Signal metal coverage by tile:
The bar under the picture is 50 um long. The die is cut into 29 by 29 equal tiles; dark purple is low, yellow is high, scaled to the fullest tile. Values are wire area over tile area, all layers added.
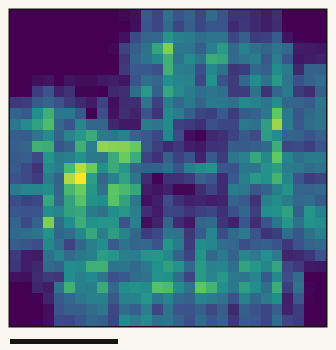
Sizing map:
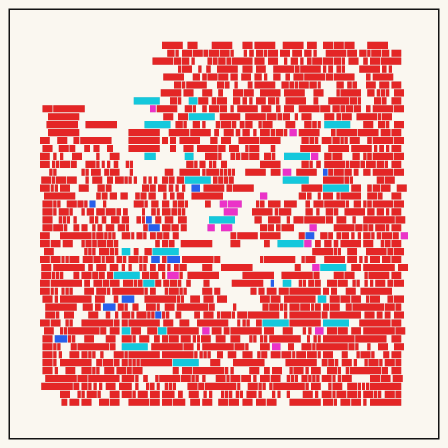
<file path="src/rtl/dmem_pkg.sv">
// Shared types for the data-memory arbiter: FSM states, the latched request
// record and the address range check.
package dmem_pkg;

    localparam int MEM_BYTES_DEF    = 4096;
    localparam int STARVE_LIMIT_DEF = 4;

    typedef enum logic [1:0] {
        ST_IDLE,
        ST_BUSY_CORE,
        ST_BUSY_LD,
        ST_RESP
    } state_t;

    typedef struct packed {
        logic        we;
        logic        is_byte;
        logic [31:0] addr;
        logic [31:0] wdata;
    } req_t;

    // Last touched byte is computed in 33 bits so a word near 0xFFFFFFFF
    // cannot wrap back into the legal range.
    function automatic logic range_err(input logic [31:0] addr,
                                       input logic        is_byte,
                                       input int unsigned mem_bytes);
        logic [32:0] last;
        last = {1'b0, addr} + (is_byte ? 33'd0 : 33'd3);
        return last >= 33'(mem_bytes);
    endfunction

endpackage

</file>
<file path="src/rtl/dmem_arbiter_if.sv">
// Bundle of both requester ports and the data-memory port of the arbiter.
// slave is the arbiter side, master is the requesters/memory side.
interface dmem_arbiter_if;

    logic        core_req;
    logic        core_we;
    logic        core_byte;
    logic [31:0] core_addr;
    logic [31:0] core_wdata;
    logic        core_gnt;
    logic        core_rvalid;
    logic [31:0] core_rdata;
    logic        core_err;

    logic        ld_req;
    logic        ld_we;
    logic        ld_byte;
    logic [31:0] ld_addr;
    logic [31:0] ld_wdata;
    logic        ld_gnt;
    logic        ld_rvalid;
    logic [31:0] ld_rdata;
    logic        ld_err;

    logic        mem_read;
    logic        mem_write;
    logic        load_byte;
    logic        store_byte;
    logic [31:0] mem_addr;
    logic [31:0] mem_wdata;
    logic [31:0] mem_rdata;

    modport slave (
        input  core_req, core_we, core_byte, core_addr, core_wdata,
        input  ld_req, ld_we, ld_byte, ld_addr, ld_wdata,
        input  mem_rdata,
        output core_gnt, core_rvalid, core_rdata, core_err,
        output ld_gnt, ld_rvalid, ld_rdata, ld_err,
        output mem_read, mem_write, load_byte, store_byte, mem_addr, mem_wdata
    );

    modport master (
        output core_req, core_we, core_byte, core_addr, core_wdata,
        output ld_req, ld_we, ld_byte, ld_addr, ld_wdata,
        output mem_rdata,
        input  core_gnt, core_rvalid, core_rdata, core_err,
        input  ld_gnt, ld_rvalid, ld_rdata, ld_err,
        input  mem_read, mem_write, load_byte, store_byte, mem_addr, mem_wdata
    );

endinterface

</file>
<file path="src/rtl/dmem_prio_sel.sv">
// Fixed core priority with a starvation bound: after STARVE_LIMIT lost
// arbitrations the loader is given one win.
module dmem_prio_sel
    import dmem_pkg::*;
#(
    parameter int STARVE_LIMIT = STARVE_LIMIT_DEF
) (
    input  logic clk,
    input  logic rst_n,
    input  logic decide,
    input  logic core_req,
    input  logic ld_req,
    output logic sel_ld
);

    localparam int               CNT_W   = $clog2(STARVE_LIMIT + 1);
    localparam logic [CNT_W-1:0] CNT_MAX = CNT_W'(STARVE_LIMIT);

    logic [CNT_W-1:0] starve_cnt;

    assign sel_ld = ld_req && ((starve_cnt == CNT_MAX) || !core_req);

    // Count loader losses on each IDLE decision, clear when the loader wins.
    always_ff @(posedge clk) begin
        if (!rst_n) begin
            starve_cnt <= '0;
        end else if (decide) begin
            if (sel_ld) begin
                starve_cnt <= '0;
            end else if (ld_req && (starve_cnt != CNT_MAX)) begin
                starve_cnt <= starve_cnt + 1'b1;
            end
        end
    end

endmodule

</file>
<file path="src/rtl/dmem_arbiter.sv">
// Shares one byte-addressed data memory between the core LSU and the
// program/debug loader. One access per 3 cycles: IDLE -> BUSY -> RESP.
module dmem_arbiter
    import dmem_pkg::*;
#(
    parameter int MEM_BYTES    = MEM_BYTES_DEF,
    parameter int STARVE_LIMIT = STARVE_LIMIT_DEF
) (
    input  logic           clk,
    input  logic           rst_n,
    dmem_arbiter_if.slave  bus
);

    state_t      state_q, state_d;
    logic        sel_ld;
    logic        any_req;
    logic        decide;
    logic        busy;
    logic        access_ok;

    req_t        req_p0;
    logic        err_p0;
    logic        owner_ld_p0;

    logic        resp_err_p1;
    logic [31:0] resp_data_d;
    logic [31:0] core_rdata_p1;
    logic [31:0] ld_rdata_p1;

    assign any_req   = bus.core_req || bus.ld_req;
    assign decide    = (state_q == ST_IDLE) && any_req;
    assign busy      = (state_q == ST_BUSY_CORE) || (state_q == ST_BUSY_LD);
    assign access_ok = busy && !err_p0;

    dmem_prio_sel #(
        .STARVE_LIMIT (STARVE_LIMIT)
    ) u_prio_sel (
        .clk      (clk),
        .rst_n    (rst_n),
        .decide   (decide),
        .core_req (bus.core_req),
        .ld_req   (bus.ld_req),
        .sel_ld   (sel_ld)
    );

    // State register.
    always_ff @(posedge clk) begin
        if (!rst_n) begin
            state_q <= ST_IDLE;
        end else begin
            state_q <= state_d;
        end
    end

    // Next-state decode; a request seen during RESP waits for IDLE.
    always_comb begin
        state_d = state_q;
        case (state_q)
            ST_IDLE:      if (any_req) state_d = sel_ld ? ST_BUSY_LD : ST_BUSY_CORE;
            ST_BUSY_CORE: state_d = ST_RESP;
            ST_BUSY_LD:   state_d = ST_RESP;
            ST_RESP:      state_d = ST_IDLE;
            default:      state_d = ST_IDLE;
        endcase
    end

    // ---- p0: winning request latched at the IDLE decision ----
    // Capture the winner's fields and its range check.
    always_ff @(posedge clk) begin
        if (decide) begin
            req_p0      <= sel_ld
                           ? '{we: bus.ld_we,   is_byte: bus.ld_byte,
                               addr: bus.ld_addr,   wdata: bus.ld_wdata}
                           : '{we: bus.core_we, is_byte: bus.core_byte,
                               addr: bus.core_addr, wdata: bus.core_wdata};
            err_p0      <= sel_ld
                           ? range_err(bus.ld_addr,   bus.ld_byte,   MEM_BYTES)
                           : range_err(bus.core_addr, bus.core_byte, MEM_BYTES);
            owner_ld_p0 <= sel_ld;
        end
    end

    // Stores and rejected accesses return zero data.
    always_comb resp_data_d = (err_p0 || req_p0.we) ? 32'h0 : bus.mem_rdata;

    // ---- p1: response captured at the end of BUSY ----
    // Only the owner's rdata register updates; the other holds its value.
    always_ff @(posedge clk) begin
        if (!rst_n) begin
            resp_err_p1   <= 1'b0;
            core_rdata_p1 <= 32'h0;
            ld_rdata_p1   <= 32'h0;
        end else if (busy) begin
            resp_err_p1 <= err_p0;
            if (owner_ld_p0) begin
                ld_rdata_p1   <= resp_data_d;
            end else begin
                core_rdata_p1 <= resp_data_d;
            end
        end
    end

    // Memory controls only during a legal BUSY; rst_n gates read/write so a
    // reset cycle can never commit a store.
    always_comb begin
        bus.mem_read    = access_ok && !req_p0.we && rst_n;
        bus.mem_write   = access_ok &&  req_p0.we && rst_n;
        bus.load_byte   = access_ok && req_p0.is_byte && !req_p0.we;
        bus.store_byte  = access_ok && req_p0.is_byte &&  req_p0.we;
        bus.mem_addr    = access_ok ? req_p0.addr  : 32'h0;
        bus.mem_wdata   = access_ok ? req_p0.wdata : 32'h0;
        bus.core_gnt    = (state_q == ST_BUSY_CORE);
        bus.ld_gnt      = (state_q == ST_BUSY_LD);
        bus.core_rvalid = (state_q == ST_RESP) && !owner_ld_p0;
        bus.ld_rvalid   = (state_q == ST_RESP) &&  owner_ld_p0;
        bus.core_err    = bus.core_rvalid && resp_err_p1;
        bus.ld_err      = bus.ld_rvalid   && resp_err_p1;
        bus.core_rdata  = core_rdata_p1;
        bus.ld_rdata    = ld_rdata_p1;
    end

endmodule

</file>
<file path="src/flat_wrapper.sv">
// flat-port wrapper written by rule: the top's interface ports become plain ports
module dmem_arbiter_flat import dmem_pkg::*;
#(
    parameter int MEM_BYTES    = MEM_BYTES_DEF,
    parameter int STARVE_LIMIT = STARVE_LIMIT_DEF
)
  (clk, rst_n, bus_core_req, bus_core_we, bus_core_byte, bus_core_addr, bus_core_wdata, bus_ld_req, bus_ld_we, bus_ld_byte, bus_ld_addr, bus_ld_wdata, bus_mem_rdata, bus_core_gnt, bus_core_rvalid, bus_core_rdata, bus_core_err, bus_ld_gnt, bus_ld_rvalid, bus_ld_rdata, bus_ld_err, bus_mem_read, bus_mem_write, bus_load_byte, bus_store_byte, bus_mem_addr, bus_mem_wdata);
  dmem_arbiter_if bus_i ();
  input  logic clk;
  input  logic rst_n;
  input wire logic [$bits(bus_i.core_req)-1:0] bus_core_req;
  input wire logic [$bits(bus_i.core_we)-1:0] bus_core_we;
  input wire logic [$bits(bus_i.core_byte)-1:0] bus_core_byte;
  input wire logic [$bits(bus_i.core_addr)-1:0] bus_core_addr;
  input wire logic [$bits(bus_i.core_wdata)-1:0] bus_core_wdata;
  input wire logic [$bits(bus_i.ld_req)-1:0] bus_ld_req;
  input wire logic [$bits(bus_i.ld_we)-1:0] bus_ld_we;
  input wire logic [$bits(bus_i.ld_byte)-1:0] bus_ld_byte;
  input wire logic [$bits(bus_i.ld_addr)-1:0] bus_ld_addr;
  input wire logic [$bits(bus_i.ld_wdata)-1:0] bus_ld_wdata;
  input wire logic [$bits(bus_i.mem_rdata)-1:0] bus_mem_rdata;
  output wire logic [$bits(bus_i.core_gnt)-1:0] bus_core_gnt;
  output wire logic [$bits(bus_i.core_rvalid)-1:0] bus_core_rvalid;
  output wire logic [$bits(bus_i.core_rdata)-1:0] bus_core_rdata;
  output wire logic [$bits(bus_i.core_err)-1:0] bus_core_err;
  output wire logic [$bits(bus_i.ld_gnt)-1:0] bus_ld_gnt;
  output wire logic [$bits(bus_i.ld_rvalid)-1:0] bus_ld_rvalid;
  output wire logic [$bits(bus_i.ld_rdata)-1:0] bus_ld_rdata;
  output wire logic [$bits(bus_i.ld_err)-1:0] bus_ld_err;
  output wire logic [$bits(bus_i.mem_read)-1:0] bus_mem_read;
  output wire logic [$bits(bus_i.mem_write)-1:0] bus_mem_write;
  output wire logic [$bits(bus_i.load_byte)-1:0] bus_load_byte;
  output wire logic [$bits(bus_i.store_byte)-1:0] bus_store_byte;
  output wire logic [$bits(bus_i.mem_addr)-1:0] bus_mem_addr;
  output wire logic [$bits(bus_i.mem_wdata)-1:0] bus_mem_wdata;
  assign bus_i.core_req = bus_core_req;
  assign bus_i.core_we = bus_core_we;
  assign bus_i.core_byte = bus_core_byte;
  assign bus_i.core_addr = bus_core_addr;
  assign bus_i.core_wdata = bus_core_wdata;
  assign bus_i.ld_req = bus_ld_req;
  assign bus_i.ld_we = bus_ld_we;
  assign bus_i.ld_byte = bus_ld_byte;
  assign bus_i.ld_addr = bus_ld_addr;
  assign bus_i.ld_wdata = bus_ld_wdata;
  assign bus_i.mem_rdata = bus_mem_rdata;
  assign bus_core_gnt = bus_i.core_gnt;
  assign bus_core_rvalid = bus_i.core_rvalid;
  assign bus_core_rdata = bus_i.core_rdata;
  assign bus_core_err = bus_i.core_err;
  assign bus_ld_gnt = bus_i.ld_gnt;
  assign bus_ld_rvalid = bus_i.ld_rvalid;
  assign bus_ld_rdata = bus_i.ld_rdata;
  assign bus_ld_err = bus_i.ld_err;
  assign bus_mem_read = bus_i.mem_read;
  assign bus_mem_write = bus_i.mem_write;
  assign bus_load_byte = bus_i.load_byte;
  assign bus_store_byte = bus_i.store_byte;
  assign bus_mem_addr = bus_i.mem_addr;
  assign bus_mem_wdata = bus_i.mem_wdata;
  dmem_arbiter #(.MEM_BYTES(MEM_BYTES), .STARVE_LIMIT(STARVE_LIMIT)) u_core (.clk(clk), .rst_n(rst_n), .bus(bus_i));
endmodule
</file>
<file path="config.mk">
export PLATFORM = sky130hd
export DESIGN_NAME = dmem_arbiter_flat
export DESIGN_NICKNAME = d
export VERILOG_FILES = /design/src/rtl/dmem_pkg.sv /design/src/rtl/dmem_arbiter_if.sv /design/src/rtl/dmem_prio_sel.sv /design/src/rtl/dmem_arbiter.sv /design/src/flat_wrapper.sv
export SDC_FILE = /design/constraint.sdc
export NUM_CORES = 1
export LEC_CHECK = 0
export CORE_MARGIN = 10
export CORE_UTILIZATION = 45
export CTS_CLUSTER_SIZE = 24
export DETAILED_ROUTE_END_ITERATION = 8
export PLACE_DENSITY = 0.84
export SETUP_SLACK_MARGIN = 0.3
export SYNTH_ARGS = -nofsm -noshare
export SYNTH_HDL_FRONTEND = slang
export SYNTH_SLANG_ARGS = --single-unit
</file>
<file path="constraint.sdc">
create_clock -name clk -period 7 [get_ports clk]
set_input_delay 1.4 -clock clk [delete_from_list [all_inputs] [get_ports clk]]
set_output_delay 1.4 -clock clk [all_outputs]
set_load 0.05 [all_outputs]
</file>
==> reports/qor.yml <==
stage_log_warnings: 35
design_power_total_mw: 2.29
r2r_cells: 9
core_region_area_sq_um: 15800
area_growth_pct: 52.2
antenna_violations_before_repair: 0
synthArstFlopShare: 0
die-width_um: 147
synthMuxAreaShare: 0.00848
clk_path_buf_depth: 2
yosysUniqueCellTypes: 59
synth.logic.top_family: "simple AND/OR/NAND/NOR gates"
die_area_sq_um: 21500
clockNetworkAreaShare: 0.0504
timing.critical_path.mode_cell: "clkdlybuf4s50_1"
max_slew.worst_pin.slew_ns: 1.13
buffers_inserted_by_post_cts_timing_repair: 0
timing.critical_path.required_ns: 5.60
lay_top_cells: "clkdlybuf4s50_1, nand2_1, nand3_1, dfxtp_1, and2_1"
timing_worst_setup_path_type: "in2out"
first_pass_grt_wire_length_um: 38000
layout.area.seq_sq_um: 3440
drt_drc_violations_left: 0
flop_cell: "dfxtp_1"
global_route.overflow_total: 0
critical_path.endpoint_type: "output pin"
worstSkewPairLatency_ns: 0.42
final.clkbuf_count: 17
first_global_vias: 6951
ant_nets: 0
worst_path_dominant_cell_family: "buffers and inverters"
final_layout_top_logic_cell: "clkdlybuf4s50_1"
design.seq.count: 138
timing_max_transition_violations_final: 0
min_from: "u_core.bus.ld_rdata[5]"
enable_flop_cells: 68
synth.top_cells.by_count: "nand2_1, nand3_1, dfxtp_1"
grt_start_max_net_pins: 73
fin_ws_ns: 2.23
final.setup_skew_ns: 0.0115
finalHoldViolCount: 0
nNetsFinal: 1320
synth_area_per_cell_sq_um: 8.43
cell_count_of_the_worst_hold_path: 2
area_share_nonclk_buffers: 0.284
timing.critical_path.slowest_stage_cell: "clkdlybuf4s50_1"
critical_path.startpoint_type: "input port"
clock_tree.htree_level_count: 4
r2r_end: "u_core.req_p0[52]"
regToRegStartpoint: "u_core.u_prio_sel.starve_cnt[0]"
yosys-stat-area_sq_um: 7230
io_buffers: 305
stdcell_count: 1368
xor_area_frac: 0.00606
worst-r2r-setup-slack_ns: 3.75
fp-utilization: 0.457
period_minus_slack_ns: 4.77
setup.worst_path.start: "rst_n"
numClockSinks: 138
critical_path_buf_inv_count: 3
dr.first_iter.drc_count: 453
worst_setup_path_endpoint: "bus_mem_read"
final_layout_size_suffix_gt1_frac: 0.0495
yosys_warnings: 0
hold_path_class: "reg2reg"
synthSimpleGateAreaFrac: 0.332
finish.utilization: 0.695
timing.slew.headroom: 0.245
ys_sh_adder: 0.0246
finalWeightedCongestion: 0.920
report.final.setup_viol: 0
rsz0062_at_grt: "false"
post-route-period-util: 0.681
tap_cell_instance_count: 216
clk_root_buffer_cell: "clkbuf_16"
yosys.area.top_type_share: 0.282
non_clock_buffer_count: 314
numPlacedInstances: 1336
run_status: "complete, no violations"
synthTopCellsByArea: "edfxtp_1, dfxtp_1, nand2_1"
antennaDiodeCount: 0
cts_tree: "done"
critical_path_depth: 4
## Picture notes: 'signal metal coverage by tile'
fullest tile: 0.65
nearly empty tiles: 13%
mean over tiles: 0.19
tiles over half the peak: 13%
overall fraction of global-route tracks in use: 0.222
routed vias: 7142
wire length after detailed routing: 25200 um
detailed-route wire length per cell: 18.4 um

## Picture notes: 'sizing map'
legend:
  magenta:
    size: _3 and _4 cells
    cells: 18
    share: 1.6%
  blue:
    size: _2 cells
    cells: 13
    share: 1.1%
  cyan:
    size: _6 and larger
    cells: 26
    share: 2.3%
  red:
    size: _0 and _1 cells
    cells: 1095
    share: 95%

## per-layer routing
metal	global-route usage	part of all wire	up-vias
met5	0	0	-
met1	0.241	0.37	3291
met2	0.394	0.51	310
li1	-	-	3491
met3	0.0666	0.089	50
met4	0.0926	0.032	0
## power breakdown
part	switching [mW]	leakage (nW)	internal, mW
logic	0.270	2.59	0.159
registers	0.0309	1.23	0.979
clock network	0.381	0.274	0.466
total	0.682	4.09	1.60
## state kept, by name, summed over array words and instances, names as in the netlist
signal and flops:
u_core.err_p0 1, u_core.req_p0 66, u_core.bus.ld_rdata 32, u_core.resp_err_p1 1, u_core.u_prio_sel.starve_cnt 3, u_core.state_q 2
u_core.owner_ld_p0 1, u_core.bus.core_rdata 32
Power and IR drop assume default switching activity.
